[config.mk]
export PLATFORM = sky130hd
export DESIGN_NAME = fifo_byte_serializer
export DESIGN_NICKNAME = d
export VERILOG_FILES = /design/src/rtl/fifo_pkg.sv /design/src/rtl/fifo_byte_serializer.sv
export SDC_FILE = /design/constraint.sdc
export NUM_CORES = 1
export LEC_CHECK = 0
export CAP_MARGIN = 20
export CORE_MARGIN = 5
export CORE_UTILIZATION = 50
export CTS_BUF_LIST = sky130_fd_sc_hd__clkbuf_4 sky130_fd_sc_hd__clkbuf_8
export CTS_CLUSTER_SIZE = 24
export DETAILED_ROUTE_END_ITERATION = 16
export PLACE_DENSITY = 0.82
export RECOVER_POWER = 25
export SLEW_MARGIN = 20
export SYNTH_ARGS = -nofsm -noshare
export SYNTH_HDL_FRONTEND = slang
export SYNTH_SLANG_ARGS = --single-unit
[constraint.sdc]
create_clock -name clk -period 2.2 [get_ports clk]
set_input_delay 0.55 -clock clk [delete_from_list [all_inputs] [get_ports clk]]
set_output_delay 0.55 -clock clk [all_outputs]
set_load 0.005 [all_outputs]
[src/rtl/fifo_pkg.sv]
// Shared definitions for the 32-bit x 8 FIFO and its byte-serialising drain stage.
package fifo_pkg;

  localparam int FIFO_DATA_W    = 32;
  localparam int BYTE_W         = 8;
  localparam int BYTES_PER_WORD = 4;
  localparam int FIFO_DEPTH     = 8;
  localparam int IDX_W          = $clog2(BYTES_PER_WORD);

  localparam logic [IDX_W-1:0] LAST_IDX = IDX_W'(BYTES_PER_WORD - 1);

  typedef enum logic [1:0] {
    IDLE = 2'd0,
    LOAD = 2'd1,
    SEND = 2'd2
  } state_e;

endpackage

[src/rtl/fifo_byte_serializer.sv]
// Drains the FIFO one word at a time and presents each word as four bytes on a
// valid/ready stream, prefetching the next word on the last-byte handshake.
module fifo_byte_serializer
  import fifo_pkg::*;
#(
  parameter bit LSB_FIRST = 1'b1,
  parameter int CNT_W     = 16
) (
  input  logic                   clk,
  input  logic                   reset,
  input  logic                   fifo_empty,
  input  logic [FIFO_DATA_W-1:0] fifo_data,
  output logic                   fifo_rd,
  output logic [BYTE_W-1:0]      byte_out,
  output logic                   byte_valid,
  input  logic                   byte_ready,
  output logic                   byte_last,
  output logic                   busy,
  output logic [CNT_W-1:0]       words_sent
);

  state_e                 state_q, state_d;
  logic [IDX_W-1:0]       idx_q, idx_d;
  logic [FIFO_DATA_W-1:0] word_q, word_d;
  logic [CNT_W-1:0]       cnt_q, cnt_d;
  logic                   rd_s;

  // Byte position idx counts transmission order; map it onto the word lanes.
  function automatic logic [BYTE_W-1:0] select_byte(
    input logic [FIFO_DATA_W-1:0] word,
    input logic [IDX_W-1:0]       idx
  );
    logic [IDX_W-1:0] lane;
    lane = LSB_FIRST ? idx : (LAST_IDX - idx);
    case (lane)
      2'd0:    return word[7:0];
      2'd1:    return word[15:8];
      2'd2:    return word[23:16];
      2'd3:    return word[31:24];
      default: return 8'h00;
    endcase
  endfunction

  // Next-state, datapath and stream outputs.
  always_comb begin
    state_d    = state_q;
    idx_d      = idx_q;
    word_d     = word_q;
    cnt_d      = cnt_q;
    rd_s       = 1'b0;
    byte_valid = 1'b0;
    byte_out   = 8'h00;
    byte_last  = 1'b0;
    busy       = (state_q != IDLE);

    case (state_q)
      IDLE: begin
        rd_s = !fifo_empty;
        if (!fifo_empty) begin
          state_d = LOAD;
        end else begin
          state_d = IDLE;
        end
      end

      LOAD: begin
        word_d  = fifo_data;
        idx_d   = '0;
        state_d = SEND;
      end

      SEND: begin
        byte_valid = 1'b1;
        byte_out   = select_byte(word_q, idx_q);
        byte_last  = (idx_q == LAST_IDX);
        if (byte_ready) begin
          if (idx_q == LAST_IDX) begin
            cnt_d = cnt_q + CNT_W'(1);
            idx_d = '0;
            // Prefetch on the final handshake so the next word loads without an idle cycle.
            if (!fifo_empty) begin
              rd_s    = 1'b1;
              state_d = LOAD;
            end else begin
              state_d = IDLE;
            end
          end else begin
            idx_d = idx_q + IDX_W'(1);
          end
        end else begin
          idx_d = idx_q;
        end
      end

      default: begin
        state_d = IDLE;
        idx_d   = '0;
      end
    endcase
  end

  // State, byte index, word buffer and completed-word counter.
  always_ff @(posedge clk or negedge reset) begin
    if (!reset) begin
      state_q <= IDLE;
      idx_q   <= '0;
      word_q  <= '0;
      cnt_q   <= '0;
    end else begin
      state_q <= state_d;
      idx_q   <= idx_d;
      word_q  <= word_d;
      cnt_q   <= cnt_d;
    end
  end

  // The read strobe is combinational, so mask it directly while reset is held.
  assign fifo_rd    = rd_s & reset;
  assign words_sent = cnt_q;

endmodule

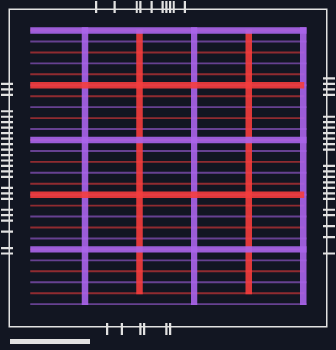
**Above:** run 1 (floorplan with the power grid).
The bar under the picture is 20 um long. Pins as bars on the die edge.
[purple] VSS
[red] VDD
met1 rails: 26
rows: 25
Placeable Area: 0.00463 mm^2
peak supply drop: 0.575 mV
Die Span Y: 78.6 um
Die Span X: 78.6 um

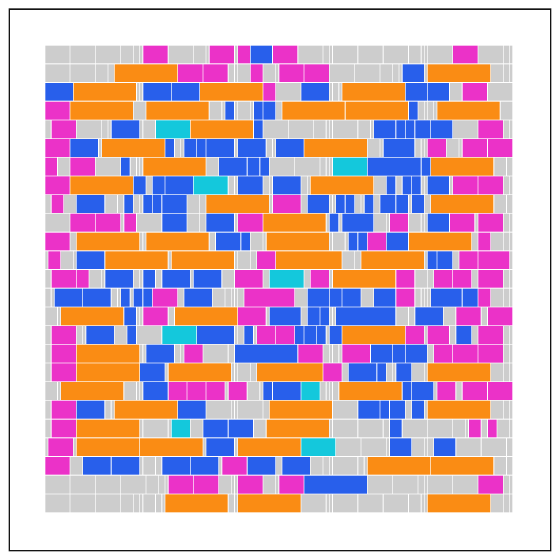
**Above:** run 1 (placed cells, one color a class).
Fill, decap, tap and diode cells in gray.
[magenta] remaining buffers and delay cells | cells: 90 | share of their area: 25%
[cyan] clock drivers and dummy loads | cells: 8 | share of their area: 3.0%
[orange] registers | cells: 52 | share of their area: 40%
[blue] remaining logic cells | cells: 131 | share of their area: 33%
flop share of the area: 0.391
placement row count: 25
final core occ: 0.720
Layout Cell Area excl Fill: 0.00333 mm^2

==> impl_metrics.py, run 1 <==
# Metrics from the implementation run
metrics = {
    "outcome": {
        "outcome": "finished, violations left",
        "failed_checks": "setup timing",
    },
    "logic_synthesis": {
        "ys_ff": 52,
        "mux_area_frac": 0.153,
        "xor_share": 0.0559,
        "syn_avg_cell_area_um2": 12.2,
        "ys_sh_simple": 0.124,
        "seq_area_frac_synth": 0.554,
        "ys_top_logic_family": "multiplexers",
        "ys_area_mm2": 0.00235,
        "top_area_frac": 0.554,
        "synth_top_flop_cell": "dfrtp_1",
        "async_flop_share": 1.00,
        "edf_count": 0,
        "ys_types": 26,
        "netlist_instances": 193,
    },
    "clock_tree": {
        "cts_sinks": 52,
        "ctsLongestPathBuffers": 2,
        "htree_levels": 2,
        "cts.clk_slew.worst_paths_ns": 0.09,
        "cts_buffers": 5,
        "tritoncts": "done",
    },
    "pwr": {
        "power.leakage_nw": 1.50,
        "power_density_mw_per_mm2": 1040,
        "p_total_w": 0.00348,
    },
    "placed_design": {
        "place_inst": 321,
        "gp_congestion": 0.790,
        "place_area_mm2": 0.00317,
        "hpwl_mm": 3.70,
    },
    "final_layout": {
        "syn_to_final_growth_pct": 41.9,
        "n_antenna_cell": 0,
        "nets": 321,
        "combGateArea_mm2": 0.00105,
        "final.fill_count": 330,
        "mostFrequentLayoutCells": "50 x clkdlybuf4s50_1, 50 x dfrtp_1, 32 x mux2_2",
        "seq_area_mm2": 0.00130,
    },
    "critical_path": {
        "reg2reg_slack_ns": 0.29,
        "cp_max_fo": 5,
        "endpoint": "byte_out[2]",
        "r2r_end": "words_sent[14]",
        "critPathRequiredTime_ns": 1.65,
        "reg2regPathDepth": 8,
        "cp.arrival_ns": 1.81,
    },
    "timing": {
        "finalSetupTns_ns": -1.12,
        "slew_headroom": 0.170,
        "max_slew.worst_pin.slew_ns": 1.25,
        "setup-violations-final": 9,
        "period_needed_ns": 2.36,
        "post-route-period-util": 1.07,
        "hold_viol_final": 0,
        "setup_ws_ns": -0.162,
        "maxSlewViolCount": 0,
    },
    "routing": {
        "final_antenna_net_count": 0,
        "first_pass_iters": 4,
        "drcViolationCount": 0,
        "vias_per_cell": 5.30,
        "drtIter0Drc": 96,
    },
    "floorplanning": {
        "fp_util": 0.508,
        "io_pins": 64,
    },
    "grt": {
        "grt_overflow": 0,
        "antenna_found_initial": 0,
    },
}
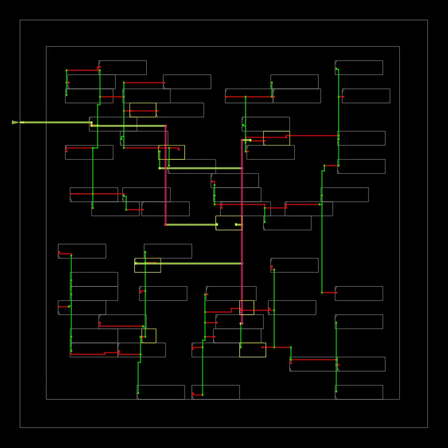
**Above:** run 1 (clock nets).
flop count: 52
Clock Power: 0.000562 W
CLK BUF: 6

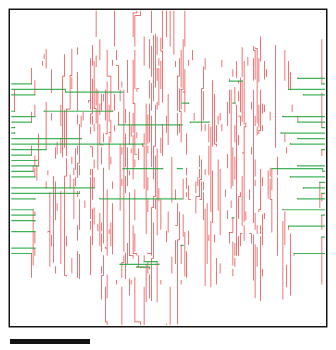
**Above:** run 1 (routed metal, one color a layer).
The bar under the picture is 20 um long. Two of the layers only.
[green] M3 | wire length: 442 um
[red] M2 | wire length: 2500 um
WL final: 5.06 mm
Routed wire per std cell: 15.1 um
GRT Resource Usage Total: 0.180
vias post-DR: 1775

## run 1: worst min-delay path by stage
| stage | start | endpoint | slack [ns] | depth (start not counted) |
|---|---|---|---|---|
| after floorplan | reset | idx_q[0] | 0.25 | 0 |
| after global placement | words_sent[15] | words_sent[15] | 0.46 | 1 |
| after detailed placement | words_sent[15] | words_sent[15] | 0.47 | 1 |
| after CTS | reset | state_q[0] | 0.39 | 2 |
| after global routing | words_sent[15] | words_sent[15] | 0.52 | 1 |
| final | words_sent[15] | words_sent[15] | 0.48 | 1 |
## run 1: Yosys cell counts (2+ instances only)
cell / count
inv_1: 4
ha_1: 5
nor2_1: 21
dfrtp_1: 52
nand3_1: 6
a21oi_1: 10
a222oi_1: 8
buf_2: 5
and3_1: 2
xor2_1: 4
nand2_1: 14
or2_2: 2
clkbuf_1: 5
and2_1: 2
xnor2_1: 11
mux2_2: 32
## run 1: metal layers
layer  share of wire  wire [um]  up-vias  GRT usage
met5               0          0        -          0
met1            0.40       2040      856      0.220
li1                -          -      842          -
met2            0.49       2500       68      0.301
met3           0.087        441        9     0.0573
met4           0.016         82        0     0.0559
## run 1: worst max-delay path: stages, from the launching register on
cell and delay, ns:
dfrtp_2 0.47, ha_4 0.20, buf_4 0.13, a222oi_1 0.32
nor2_1 0.07, a21oi_1 0.13, nor2_1 0.06, buf_2 0.12
## run 1: state kept, by name, indices dropped and copies added (netlist names)
name / count
idx_q: 2
words_sent: 16
state_q: 2
word_q: 32
## run 1: what timing repair did
item / 4_1_cts / 5_1_grt
buffers inserted: 5 / 2
resized: 49 / 12
setup endpoints to repair: 11 / 11
endpoints found under the hold margin: 0 / 0
pin swaps: 13 / 16
## run 1: kinds of logic after synthesis
| group | after synthesis |
|---|---|
| simple gates | 55 |
| flops | 52 |
| mux | 32 |
| compound gates | 20 |
| xor+xnor | 15 |
| buf+inv | 14 |
| fa+ha+maj | 5 |
## run 1: through the flow
step	worst slack, ns	utilization	hold slack [ns]
6_report	-0.162	0.720	0.476
5_1_grt	-0.275	0.720	0.515
4_1_cts	-0.213	0.715	0.393
3_5_place_dp	-0.368	0.685	0.467
3_3_place_gp	-0.338	0.685	0.462
2_1_floorplan	0.269	-	0.254
## run 1: final cells by class
type / count / area share
flip-flops and latches: 52 / 0.391
multi-input cells: 127 / 0.314
repair buffers: 90 / 0.241
clock buffers: 6 / 0.0248
well taps: 54 / 0.0203
clock inverters: 2 / 0.00450
inverters: 4 / 0.00450
## run 1: power by group
group | switching (W) | internal, W | leakage [nW]
combinational | 0.000558 | 0.000842 | 0.806
clock | 0.000307 | 0.000255 | 0.0434
sequential | 0.000218 | 0.00130 | 0.649
**Run 1: routed clock nets over the placement**

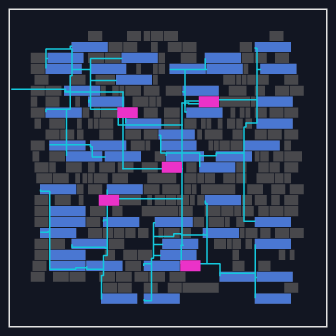

--- run 2 (diff from run 1) ---
ABC_AREA = 1   (was unset)
CORE_UTILIZATION = 51   (was 50)
PLACE_DENSITY = 0.83   (was 0.82)
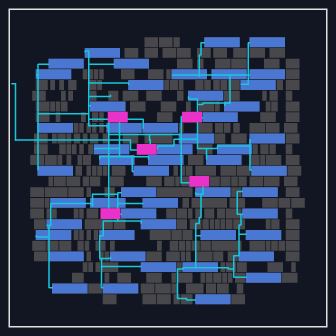
**Above:** run 2 (routed clock nets over the placement).
[magenta] clock-net drivers | count: 5
[cyan] clock wires | length: 568 um
[blue] flip-flops | count: 52
routed clock nets: 6
flops lie: widely spread
clock latency at the later pin of the worst-skew pair: 0.30 ns
Layout Skew: 0.0111 ns
clock share of power: 0.162

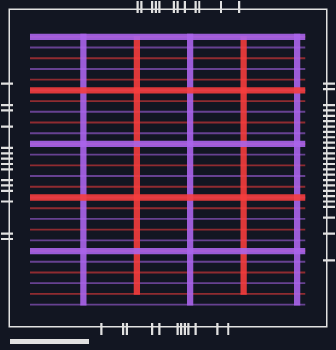
**Above:** run 2 (floorplan with the power grid).
The bar under the picture is 20 um long. Pins as bars on the die edge.
Die Span X: 80.3 um
peak supply drop: 0.419 mV

==> run 2 against run 1 <==
  * Design area rose by 4.0%
  * Global-route usage rose by 1.2 points
  * Critical path type unchanged
  * First-iteration DRC count fell by 5.2%
  * Clock power fell by 1%
  * Critical path depth did not move
  * Clock skew rose by 0.00094 ns
  * Sequential cell count did not move
  * Count of clock-buffer cells in the layout rose by 1
  * The run now ends clean
  * Largest power group unchanged
  * Die area rose by 4.4%
  * Worst setup slack improved by 0.26 ns
  * Sequential power barely moved
==> impl_metrics.py, run 2 <==
# Metrics from the implementation run
metrics = {
    "critical_path": {
        "slowest_stage": "dfrtp_1",
        "worstPathCellList": "inv_2 -> buf_4 -> ha_2 -> buf_4 -> nand2_1 -> a31oi_1 -> buf_2",
        "slowest_delay_ns": 0.41,
        "cpMostUsedCell": "buf_4",
        "path_buffers": 4,
        "critPathRequiredTime_ns": 1.65,
        "path_delay_family": "buffers and inverters",
        "cp_max_fo": 4,
        "start_kind": "register",
        "cp.arrival_ns": 1.55,
    },
    "final_layout": {
        "largest_reg_flops": 32,
        "largest-register": "word_q",
        "syn_to_final_growth_pct": 37.7,
        "nets": 370,
        "mostFrequentLayoutCells": "52 x nand2_1, 52 x dfrtp_1, 51 x clkdlybuf4s50_1",
        "finalCoreUtilization": 0.729,
        "final.fill_count": 365,
        "n_antenna_cell": 0,
        "drive_gt1_frac": 0.282,
    },
    "logic_synthesis": {
        "ys_ff": 52,
        "edf_count": 0,
        "netlist_top_cells_area": "dfrtp_1 52%, mux2_2 14%, nand2_1 7.8%",
        "synth_top_flop_cell": "dfrtp_1",
        "async_flop_share": 1.00,
        "top_area_frac": 0.517,
        "ys_types": 26,
        "fp_nets": 284,
        "netlist_instances": 243,
        "ys_area_mm2": 0.00252,
        "ys_top_cells_by_count": "52 x dfrtp_1, 52 x nand2_1, 32 x mux2_2",
        "syn_avg_cell_area_um2": 10.4,
        "seq_area_frac_synth": 0.517,
    },
    "clock_tree": {
        "ctsLongestPathBuffers": 2,
        "cts_buffers": 5,
        "cts_sinks": 52,
        "tritoncts": "done",
        "htree_levels": 2,
        "cts.clk_slew.worst_paths_ns": 0.09,
    },
    "routing": {
        "drtIter0Drc": 91,
        "drcViolationCount": 0,
        "via_count": 2007,
        "vias_per_cell": 5.06,
        "first_pass_iters": 4,
        "wirelength_mm": 5.93,
        "avgRoutedWirePerCell_um": 14.9,
        "final_antenna_net_count": 0,
    },
    "timing": {
        "post-route-period-util": 0.955,
        "maxSlewViolCount": 0,
        "clock.fmax_ghz": 0.476,
        "setup_ws_ns": 0.0985,
        "hold_viol_final": 0,
        "max_slew.worst_pin.slew_ns": 1.28,
        "setup-violations-final": 0,
        "period_needed_ns": 2.10,
        "slew_headroom": 0.149,
    },
    "floorplanning": {
        "coreArea_mm2": 0.00475,
        "row_count": 25,
        "die_area_mm2": 0.00644,
        "fp_util": 0.529,
        "io_pins": 64,
    },
    "pwr": {
        "power.leakage_nw": 1.60,
        "power_density_mw_per_mm2": 989,
    },
    "grt": {
        "grt_overflow": 0,
        "grtUsageTotal": 0.191,
        "antenna_found_initial": 0,
    },
    "placed_design": {
        "gp_congestion": 0.841,
        "hpwl_mm": 4.18,
        "dp_worst_setup_slack_ns": -0.429,
    },
    "outcome": {
        "outcome": "complete, no violations",
    },
}
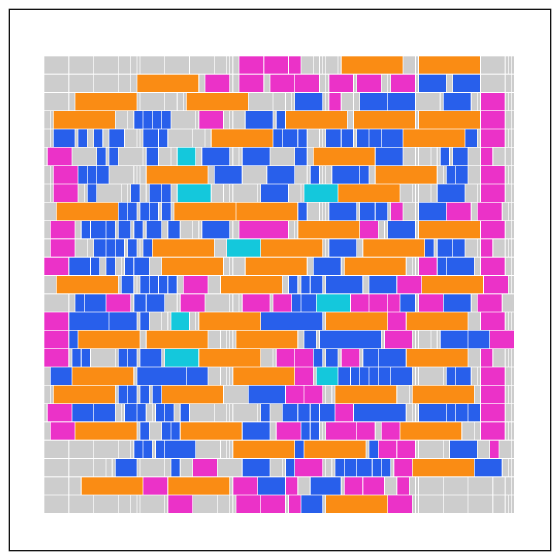
**Above:** run 2 (placed cells, one color a class).
Fill, decap, tap and diode cells in gray.
flop share of the area: 0.375
Layout Cell Area excl Fill: 0.00347 mm^2

[run 2: cell types whose count changed after synthesis, moves of 7 or more]
cell / change
nand2_1: +38
a31oi_1: +8
xnor2_1: -7
o21ai_0: +12
a222oi_1: -8
inv_1: +22
nor2_1: -14
[run 2: cell families after synthesis]
logic type / count (synthesis) / synth area share
muxes: 32 / 0.143
xor gates and xnor gates: 9 / 0.0313
DFF: 52 / 0.517
AOI/OAI and AO/OA: 28 / 0.0596
and+or+nand+nor: 83 / 0.161
buffers and inverters: 34 / 0.0631
adders and majority gates: 5 / 0.0249
[run 2: where the power goes]
group | leakage [nW] | total (W) | switching, W | internal (W)
sequential | 0.627 | 0.00149 | 0.000188 | 0.00130
combinational | 0.922 | 0.00139 | 0.000608 | 0.000777
clock | 0.0493 | 0.000554 | 0.000301 | 0.000253
[run 2: path summary, 6_finish.rpt]
| kind | from | to | slack, ns | cells past startpoint |
|---|---|---|---|---|
| setup / recovery | idx_q[1] | byte_out[1] | 0.1 | 7 |
| hold / removal | words_sent[4] | words_sent[4] | 0.51 | 1 |
| setup reg to reg | idx_q[0] | words_sent[7] | 0.48 | 8 |
| hold reg to reg | words_sent[4] | words_sent[4] | 0.51 | 1 |
| max in group asynchronous | reset | words_sent[1] | 0.78 | 2 |
| min in group asynchronous | reset | state_q[0] | 0.67 | 2 |
[run 2: layer usage]
metal / vias up / part of all wire / GRT usage
li1: 979 / - / -
met1: 955 / 0.43 / 0.241
met2: 67 / 0.51 / 0.336
met3: 6 / 0.053 / 0.0460
met4: 0 / 0.0049 / 0.0338
met5: - / 0 / 0
[run 2: metrics by stage]
stage / area (um^2) / TNS [ns] / hold slack (ns) / instances / total power [W]
after floorplan: 2520 / 0 / 0.254 / 243 / 0.00223
after global placement: 3300 / -0.452 / 0.481 / 381 / 0.00275
after detailed placement: 3300 / -0.725 / 0.494 / 381 / 0.00282
after CTS: 3420 / 0 / 0.414 / 392 / 0.00338
after global routing: 3470 / -0.0105 / 0.533 / 397 / 0.00366
final: 3470 / 0 / 0.511 / 397 / 0.00343
[run 2: worst register-to-register path: cells and delay by family (launching register included)]
family | cells | cell delay (ns)
XOR/XNOR | 1 | 0.15
adder cells (fa/ha/maj) | 1 | 0.13
buffers and inverters | 3 | 0.41
flip-flops | 1 | 0.40
AND/OR/NAND/NOR | 3 | 0.53
[run 2: what timing repair did]
action | 4_1_cts | 5_1_grt
buffers inserted | 3 | 5
endpoints found under the setup margin | 11 | 11
resized | 44 | 12
pin swaps | 3 | 2
[run 2: layout make-up]
type | instances | area [um^2] | area share
tap | 67 | 83.8 | 0.0242
clock buffer | 7 | 83.8 | 0.0242
timing repair buffer | 87 | 782 | 0.226
sequential | 52 | 1300 | 0.375
clock inverter | 1 | 8.76 | 0.00253
multi-input combinational | 157 | 1110 | 0.319
inverter | 26 | 100 | 0.0289
Power figures rest on the tool's default switching activity, not on a simulated workload.
